--- config.mk ---
export PLATFORM = sky130hd
export DESIGN_NAME = cirno_control_unit
export DESIGN_NICKNAME = d
export VERILOG_FILES = /design/src/rtl/cirno_pkg.sv /design/src/rtl/cirno_decode.sv /design/src/rtl/cirno_control_unit.sv
export SDC_FILE = /design/constraint.sdc
export NUM_CORES = 1
export LEC_CHECK = 0
export ABC_AREA = 1
export CAP_MARGIN = 20
export CORE_UTILIZATION = 48
export CTS_BUF_LIST = sky130_fd_sc_hd__clkbuf_4 sky130_fd_sc_hd__clkbuf_8 sky130_fd_sc_hd__clkbuf_16
export DETAILED_ROUTE_END_ITERATION = 8
export PLACE_DENSITY = 0.78
export SLEW_MARGIN = 20
export SYNTH_ARGS = -nofsm -noshare
export SYNTH_HDL_FRONTEND = slang
export SYNTH_HIERARCHICAL = 1
export SYNTH_SLANG_ARGS = --single-unit
--- constraint.sdc ---
create_clock -name clk -period 2.1 [get_ports clk]
set_input_delay 0.42 -clock clk [delete_from_list [all_inputs] [get_ports clk]]
set_output_delay 0.42 -clock clk [all_outputs]
set_load 0.02 [all_outputs]
--- src/rtl/cirno_pkg.sv ---
// cirno_pkg: shared types and constants for the 8-bit Cirno core (control unit,
// ALU and register file).
// Contents: FSM state enum, opcode enum, ALU function codes, decode result and
// control-bundle structs, instruction field-slice positions, PC_W default.
package cirno_pkg;

  localparam int unsigned PC_W_DEF  = 8;
  localparam int unsigned INSTR_W   = 8;
  localparam int unsigned REG_SEL_W = 2;
  localparam int unsigned IMM_W     = 6;
  localparam int unsigned ALU_OP_W  = 3;
  localparam int unsigned RETIRE_W  = 16;

  // Instruction field slices
  localparam int unsigned OP_HI     = 7;
  localparam int unsigned OP_LO     = 4;
  localparam int unsigned LI_HI     = 7;
  localparam int unsigned LI_LO     = 6;
  localparam int unsigned LI_SEL_HI = 5;
  localparam int unsigned LI_SEL_LO = 4;
  localparam int unsigned R1_HI     = 3;
  localparam int unsigned R1_LO     = 2;
  localparam int unsigned R2_HI     = 1;
  localparam int unsigned R2_LO     = 0;
  localparam int unsigned IMM_HI    = 5;
  localparam int unsigned IMM_LO    = 0;

  // ir[7:6] prefixes that claim the load-immediate forms
  localparam logic [1:0] LI_LIL = 2'b10;
  localparam logic [1:0] LI_LIH = 2'b11;

  typedef enum logic [2:0] {
    ST_RESET, ST_FETCH, ST_DECODE, ST_READ, ST_EXEC, ST_HALT
  } state_e;

  typedef enum logic [3:0] {
    OPC_NOP  = 4'd0,
    OPC_MOV  = 4'd1,
    OPC_ADD  = 4'd2,
    OPC_SUB  = 4'd3,
    OPC_AND  = 4'd4,
    OPC_OR   = 4'd5,
    OPC_XOR  = 4'd6,
    OPC_HALT = 4'd7
  } opcode_e;

  typedef enum logic [ALU_OP_W-1:0] {
    ALU_ADD = 3'd0,
    ALU_SUB = 3'd1,
    ALU_AND = 3'd2,
    ALU_OR  = 3'd3,
    ALU_XOR = 3'd4
  } alu_op_e;

  typedef enum logic [2:0] {
    CLS_NOP, CLS_MOV, CLS_ALU, CLS_HALT, CLS_LIL, CLS_LIH
  } op_class_e;

  typedef struct packed {
    logic [REG_SEL_W-1:0] r1;
    logic [REG_SEL_W-1:0] r2;
    logic [IMM_W-1:0]     imm;
    op_class_e            op_class;
    alu_op_e              alu_op;
  } dec_t;

  typedef struct packed {
    logic fetch_req;
    logic readx_en;
    logic ready_en;
    logic r_en;
    logic w_en;
    logic hi_en;
    logic lo_en;
    logic swap_en;
    logic halted;
  } ctrl_t;

endpackage

--- src/rtl/cirno_decode.sv ---
// cirno_decode: combinational instruction decoder for the Cirno core.
// Ports: ir    - instruction word to decode
//        dec_c - register selects, immediate, op class and ALU function
module cirno_decode
  import cirno_pkg::*;
(
  input  logic [INSTR_W-1:0] ir,
  output dec_t               dec_c
);

  // ir[7:6] of 10/11 overrides the opcode field with the load-immediate forms
  always_comb begin
    dec_c.r1       = ir[R1_HI:R1_LO];
    dec_c.r2       = ir[R2_HI:R2_LO];
    dec_c.imm      = ir[IMM_HI:IMM_LO];
    dec_c.op_class = CLS_NOP;
    dec_c.alu_op   = ALU_ADD;
    if (ir[LI_HI:LI_LO] == LI_LIL) begin
      dec_c.r1       = ir[LI_SEL_HI:LI_SEL_LO];
      dec_c.op_class = CLS_LIL;
    end else if (ir[LI_HI:LI_LO] == LI_LIH) begin
      dec_c.r1       = ir[LI_SEL_HI:LI_SEL_LO];
      dec_c.op_class = CLS_LIH;
    end else begin
      case (ir[OP_HI:OP_LO])
        OPC_MOV:  dec_c.op_class = CLS_MOV;
        OPC_ADD:  begin dec_c.op_class = CLS_ALU; dec_c.alu_op = ALU_ADD; end
        OPC_SUB:  begin dec_c.op_class = CLS_ALU; dec_c.alu_op = ALU_SUB; end
        OPC_AND:  begin dec_c.op_class = CLS_ALU; dec_c.alu_op = ALU_AND; end
        OPC_OR:   begin dec_c.op_class = CLS_ALU; dec_c.alu_op = ALU_OR;  end
        OPC_XOR:  begin dec_c.op_class = CLS_ALU; dec_c.alu_op = ALU_XOR; end
        OPC_HALT: dec_c.op_class = CLS_HALT;
        default:  dec_c.op_class = CLS_NOP;
      endcase
    end
  end

endmodule

--- src/rtl/cirno_control_unit.sv ---
// cirno_control_unit: fetch/decode/sequence FSM of the 8-bit Cirno core.
// Ports: clk, rst_n (async active-low)
//        fetch_req/pc/instr_valid/instr - instruction fetch handshake
//        r1, r2, immediate              - register-file operand fields
//        reg_*_en                       - register-file control pulses
//        alu_op                         - ALU function for the EXEC write-back
//        halted                         - core stopped until reset
//        retired                        - completed-instruction count, only
//                                         when CIRNO_RETIRE_CNT_EN is defined
// All outputs are registered: each register is loaded with the value that
// belongs to the state being entered, so outputs line up with the state.
module cirno_control_unit
  import cirno_pkg::*;
#(
  parameter int unsigned PC_W = PC_W_DEF
) (
  input  logic                 clk,
  input  logic                 rst_n,
  output logic                 fetch_req,
  output logic [PC_W-1:0]      pc,
  input  logic                 instr_valid,
  input  logic [INSTR_W-1:0]   instr,
  output logic [REG_SEL_W-1:0] r1,
  output logic [REG_SEL_W-1:0] r2,
  output logic [IMM_W-1:0]     immediate,
  output logic                 reg_readx_en,
  output logic                 reg_ready_en,
  output logic                 reg_r_en,
  output logic                 reg_w_en,
  output logic                 reg_hi_en,
  output logic                 reg_lo_en,
  output logic                 reg_swap_en,
  output logic [ALU_OP_W-1:0]  alu_op,
  output logic                 halted
`ifdef CIRNO_RETIRE_CNT_EN
  ,
  output logic [RETIRE_W-1:0]  retired
`endif
);

  state_e             state, state_nxt;
  logic [INSTR_W-1:0] ir, ir_nxt;
  logic               xfer_c;
  dec_t               dec_c;
  ctrl_t              ctrl_nxt, ctrl_q;

  // Decode the word the ir will hold next so DECODE-cycle fields are ready
  assign xfer_c = (state == ST_FETCH) && instr_valid;
  assign ir_nxt = xfer_c ? instr : ir;

  cirno_decode u_decode (
    .ir    (ir_nxt),
    .dec_c (dec_c)
  );

  // State register
  always_ff @(posedge clk or negedge rst_n) begin
    if (!rst_n) state <= ST_RESET;
    else        state <= state_nxt;
  end

  // Next state and the control bundle for the state being entered
  always_comb begin
    state_nxt = state;
    ctrl_nxt  = '0;
    case (state)
      ST_RESET:  state_nxt = ST_FETCH;
      ST_FETCH:  if (xfer_c) state_nxt = ST_DECODE;
      ST_DECODE: begin
        case (dec_c.op_class)
          CLS_HALT: state_nxt = ST_HALT;
          CLS_ALU:  state_nxt = ST_READ;
          default:  state_nxt = ST_FETCH;
        endcase
      end
      ST_READ:   state_nxt = ST_EXEC;
      ST_EXEC:   state_nxt = ST_FETCH;
      ST_HALT:   state_nxt = ST_HALT;
      default:   state_nxt = ST_RESET;
    endcase
    case (state_nxt)
      ST_FETCH:  ctrl_nxt.fetch_req = 1'b1;
      ST_DECODE: begin
        ctrl_nxt.lo_en   = (dec_c.op_class == CLS_LIL);
        ctrl_nxt.hi_en   = (dec_c.op_class == CLS_LIH);
        ctrl_nxt.swap_en = (dec_c.op_class == CLS_MOV);
      end
      ST_READ: begin
        ctrl_nxt.r_en     = 1'b1;
        ctrl_nxt.readx_en = 1'b1;
        ctrl_nxt.ready_en = 1'b1;
      end
      ST_EXEC:   ctrl_nxt.w_en   = 1'b1;
      ST_HALT:   ctrl_nxt.halted = 1'b1;
      default:   ;
    endcase
  end

  // Datapath and output registers
  always_ff @(posedge clk or negedge rst_n) begin
    if (!rst_n) begin
      pc        <= '0;
      ir        <= '0;
      ctrl_q    <= '0;
      r1        <= '0;
      r2        <= '0;
      immediate <= '0;
      alu_op    <= '0;
    end else begin
      if (xfer_c) begin
        pc <= pc + PC_W'(1);
        ir <= ir_nxt;
      end
      ctrl_q    <= ctrl_nxt;
      r1        <= dec_c.r1;
      r2        <= dec_c.r2;
      immediate <= dec_c.imm;
      alu_op    <= dec_c.alu_op;
    end
  end

  assign fetch_req    = ctrl_q.fetch_req;
  assign reg_readx_en = ctrl_q.readx_en;
  assign reg_ready_en = ctrl_q.ready_en;
  assign reg_r_en     = ctrl_q.r_en;
  assign reg_w_en     = ctrl_q.w_en;
  assign reg_hi_en    = ctrl_q.hi_en;
  assign reg_lo_en    = ctrl_q.lo_en;
  assign reg_swap_en  = ctrl_q.swap_en;
  assign halted       = ctrl_q.halted;

`ifdef CIRNO_RETIRE_CNT_EN
  logic retire_c;

  // An instruction retires on leaving EXEC, or DECODE when it needs no ALU
  assign retire_c = (state == ST_EXEC) ||
                    ((state == ST_DECODE) && (dec_c.op_class != CLS_ALU) &&
                     (dec_c.op_class != CLS_HALT));

  // Saturating retire counter
  always_ff @(posedge clk or negedge rst_n) begin
    if (!rst_n)                             retired <= '0;
    else if (retire_c && (retired != '1))   retired <= retired + RETIRE_W'(1);
  end
`endif

endmodule

==> flow_metrics.py <==
# Metrics from the implementation run
metrics = {
    "place": {
        "post-dp-hpwl_mm": 2.35,
        "dpl_cell_area_mm2": 0.00217,
        "place.gp.congestion": 0.834,
        "place.port_buffers": 40,
    },
    "setup_path": {
        "critical_path.n_buffers_inverters": 4,
        "worstPathArrival_ns": 2.23,
        "timing.critical_path.slowest_stage_cell": "clkdlybuf4s50_1",
        "worst_setup_path_end_kind": "flip-flop",
        "timing_worst_setup_path_type": "primary input to flip-flop",
        "setup_crit_start_kind": "primary input",
        "critPathLaunch": "instr_valid",
        "critPathRequiredTime_ns": 2.37,
        "cp_common_cell": "nand2_1",
        "crit_path_cell_trace": "clkdlybuf4s50_1 -> nand2_2 -> inv_1 -> nand2_4 -> nand2_2 -> nand2_1 -> inv_2 -> nand2_1 -> nand2_1 -> nand2_1 -> nand2_1 -> inv_1 -> nor2_2 -> nand2_1 -> a21oi_2 -> and2_1",
        "worstReg2RegStart": "state[1]",
        "worst-path-max-fanout": 7,
        "cpLargestDelayFamily": "simple AND/OR/NAND/NOR gates",
    },
    "detailed_routing": {
        "postRouteAntennaNets": 0,
        "post_drt_via_cell_ratio": 4.56,
        "detail_route.iter0.violations": 30,
        "routed_length_per_placed_instance_um": 11.3,
        "routed-via-count": 1286,
        "drt_pre_antenna_iters": 4,
        "routed_wl_mm": 3.19,
        "drc_errors": 0,
    },
    "power_and_ir_drop": {
        "vdd_ir_drop_max_mv": 0.368,
        "report.power.total_mw": 1.21,
        "total_leakage_power_nw": 1.22,
        "powerDensity_mw_per_mm2": 529,
    },
    "run_status": {
        "outcome": "finished, final reports clean",
    },
    "final_layout": {
        "nets": 249,
        "post_route_cells_drive_above_1_share": 0.244,
        "insertedDiodeCount": 0,
        "area_growth_pct": 37.8,
        "finish.instance_area_mm2": 0.00229,
    },
    "yosys": {
        "cells_after_synth": 177,
        "ys_cells": 177,
        "ys_dominant_reg_cell": "dfrtp_1",
        "edf_count": 0,
        "synthesis.area_per_instance_um2": 9.38,
        "async_flop_share": 1.00,
        "synth_warnings": 6,
        "ys_seq_frac": 0.588,
        "synth_flop_count": 39,
        "post_synth_instance_area_mm2": 0.00166,
        "synth.net_count": 189,
        "synthDistinctLibCells": 22,
    },
    "clock_tree": {
        "tritoncts_num_sinks": 39,
        "cts_hold_buffers": 0,
        "root_buffer": "clkbuf_4",
        "cts-htree-levels": 2,
        "clockBufferDepth": 2,
        "clock_latency_ns": 0.33,
        "cts-buffers-inserted": 5,
        "worst_setup_hold_path_clk_slew_ns": 0.10,
        "cts_tree": "done",
    },
    "floorplan": {
        "die-area_mm2": 0.00370,
        "coreArea_mm2": 0.00318,
        "die_height_um": 60.8,
        "io_pins": 41,
        "num_rows": 20,
    },
    "grt": {
        "grt_max_degree": 40,
        "global_route.overflow_total": 0,
        "first_global_vias": 1270,
        "grt_antenna_before_repair": 0,
        "global_route_wire_length_before_repair_mm": 5.28,
    },
    "timing": {
        "finalHoldViolCount": 0,
        "finalClockSkew_ns": 0.00504,
        "fmax_mhz": 511,
        "maxSlewViolCount": 0,
        "totalNegativeSetupSlack_ns": 0,
        "post-route-min-period_ns": 1.96,
        "setup_viol": 0,
        "timing.max_slew.rel_slack": 0.462,
        "max_slew.worst_pin.slew_ns": 0.808,
    },
    "flow_run": {
        "max_cap_violations": 0,
        "stage_log_warnings": 26,
    },
    "hold_path": {
        "worst_hold_path_type": "primary input to asynchronous set/reset pin",
    },
}
-- final timing paths --
path                            endpoint  slack (ns)  depth (start not counted)
worst max-delay path              halted        0.14                         16
worst min-delay path               r2[1]        0.17                          1
worst max register to register    halted        0.19                         12
worst min register to register     ir[0]        0.49                          2
max in group asynchronous       state[2]        1.38                          1
min in group clk                   ir[0]        0.49                          2
-- layout make-up --
cell class,instances,area (um^2)
clock buffers,8,72.6
fillers,261,890
inverters,22,82.6
multi-input cells,103,510
flip-flops and latches,39,977
well taps,44,55.1
repair buffers,66,591
-- stage by stage --
step	instances	utilization	hold WS [ns]	setup WS, ns
after floorplan	177	-	0.124	0.236
after global placement	269	0.682	0.463	-0.125
after detailed placement	269	0.682	0.467	-0.183
after CTS	277	0.705	0.179	0.152
after global routing	282	0.720	0.229	-0.0275
final	282	0.720	0.165	0.142
-- kinds of logic after synthesis --
family                     share of synthesized area
adders and majority gates                    0.00753
DFF                                            0.588
xor gates and xnor gates                      0.0211
buffers and inverters                          0.111
and+or+nand+nor                                0.258
AOI/OAI and AO/OA                             0.0143
-- layout by cell type (no fill, tap or decap), types with 2 or more instances in the layout --
master / instances
nand2_1: 52
clkdlybuf4s50_1: 39
dfrtp_1: 38
buf_4: 26
inv_1: 17
nor2_1: 12
nand2_2: 10
clkbuf_4: 6
inv_2: 5
nand3_1: 5
nor4_1: 3
nor3_1: 3
nor2_2: 2
nor2_4: 2
nand4_1: 2
xor2_1: 2
xnor2_1: 2
clkbuf_8: 2
o21ai_1: 2
-- state kept, by name, indices dropped and copies added (netlist names) --
name and flops:
r2 2, immediate 6, reg_hi_en 1, pc 8, state 3, fetch_req 1, halted 1, r1 2
reg_lo_en 1, reg_w_en 1, reg_r_en 1, ir 8, reg_swap_en 1, alu_op 3
-- layer usage --
metal	up-vias	wire, um	global-route usage
li1	647	-	-
met1	595	1330	0.218
met2	39	1680	0.364
met3	5	135	0.0640
met4	0	40	0.0747
met5	-	0	0
-- where the power goes --
part	switching [mW]	leakage [nW]	internal (mW)	total [mW]
registers	0	0.508	0.750	0.750
logic	0.0177	0.671	0.0159	0.0335
clock network	0.217	0.0420	0.210	0.427
total	0.235	1.22	0.976	1.21
-- synthesized netlist by cell type (3+ instances only) --
master   count  share of area
inv_1       19          0.043
nand2_1     52           0.12
nor4_1       3          0.011
inv_2        3         0.0068
nor3_1       3         0.0090
nor2_1      14          0.032
nand3_1      5          0.015
buf_4       10          0.045
dfrtp_1     39           0.59
nand2_2     11          0.041
-- worst register-to-register path: cells and delay by family, from the launching register on --
family                 cells  cell delay, ns
buffers and inverters      3            0.23
and+or+nand+nor            7            0.82
AOI/OAI and AO/OA          2            0.39
DFF                        1            0.41
-- timing repair --
action | in CTS | in global routing
setup endpoints to repair | 0 | 3
resized | 0 | 6
setup buffers | 0 | 5
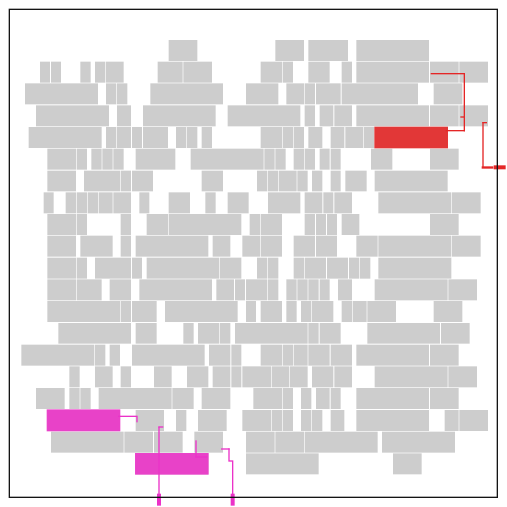
(wires at chosen ports, followed through buffers)
Scale: 8 px per um.
[red] reg_r_en | bits: 1 | direction: output | end cells: 1 | buffers: 1 | wire: 21.3 um
[magenta] r2 | bits: 2 | direction: output | end cells: 2 | buffers: 2 | wire: 22.2 um

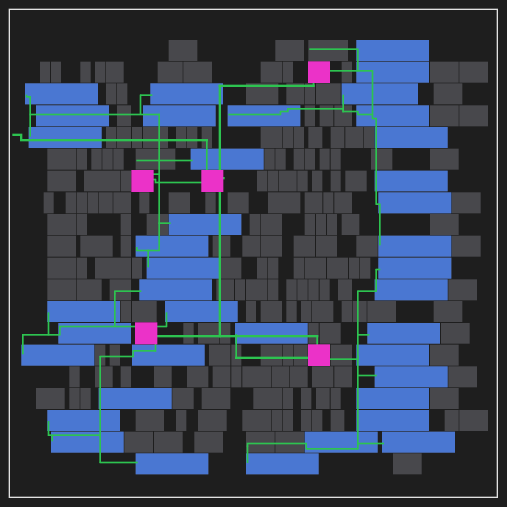
(clock network drawn from the DEF)
Scale: 8 px per um.
[blue] flip-flops | count: 39
[green] clock wires | length: 363 um
[magenta] cells driving clock nets | count: 5
flops lie: spread over the die

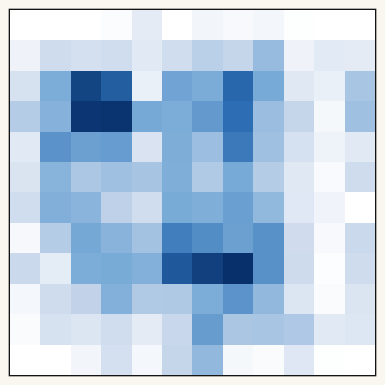
(wiring heat map)
Scale: 6 px per um. The die is cut into 12 by 12 equal tiles; white is low, dark blue is high, scaled to the fullest tile. Values are wire area over tile area, all layers added.
fullest tile: 0.45
nearly empty tiles: 9.7%
tiles over half the peak: 18%
mean over tiles: 0.14

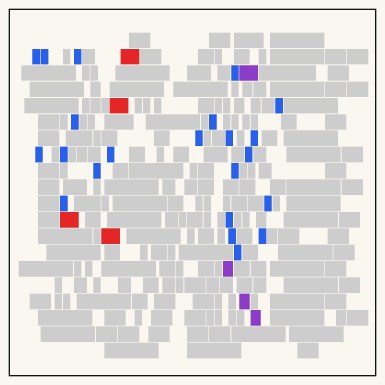
(logic cells by family)
Scale: 6 px per um.
[blue] inverters | cells: 22 | most used: inv_1
[red] XOR/XNOR gates | cells: 4
[purple] inverting AOI/OAI gates | cells: 4 | most used: o21ai_1

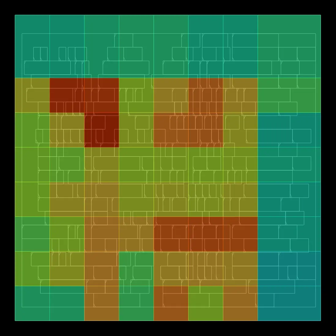
(congestion heat map)
GR Layer Usage met1: 0.218
aggregate global-route resource usage: 0.200
global routing met3 resource utilization: 0.0640
met2 Resource Use GR: 0.364

No activity file was given, so power comes from the tool's default toggle rates.
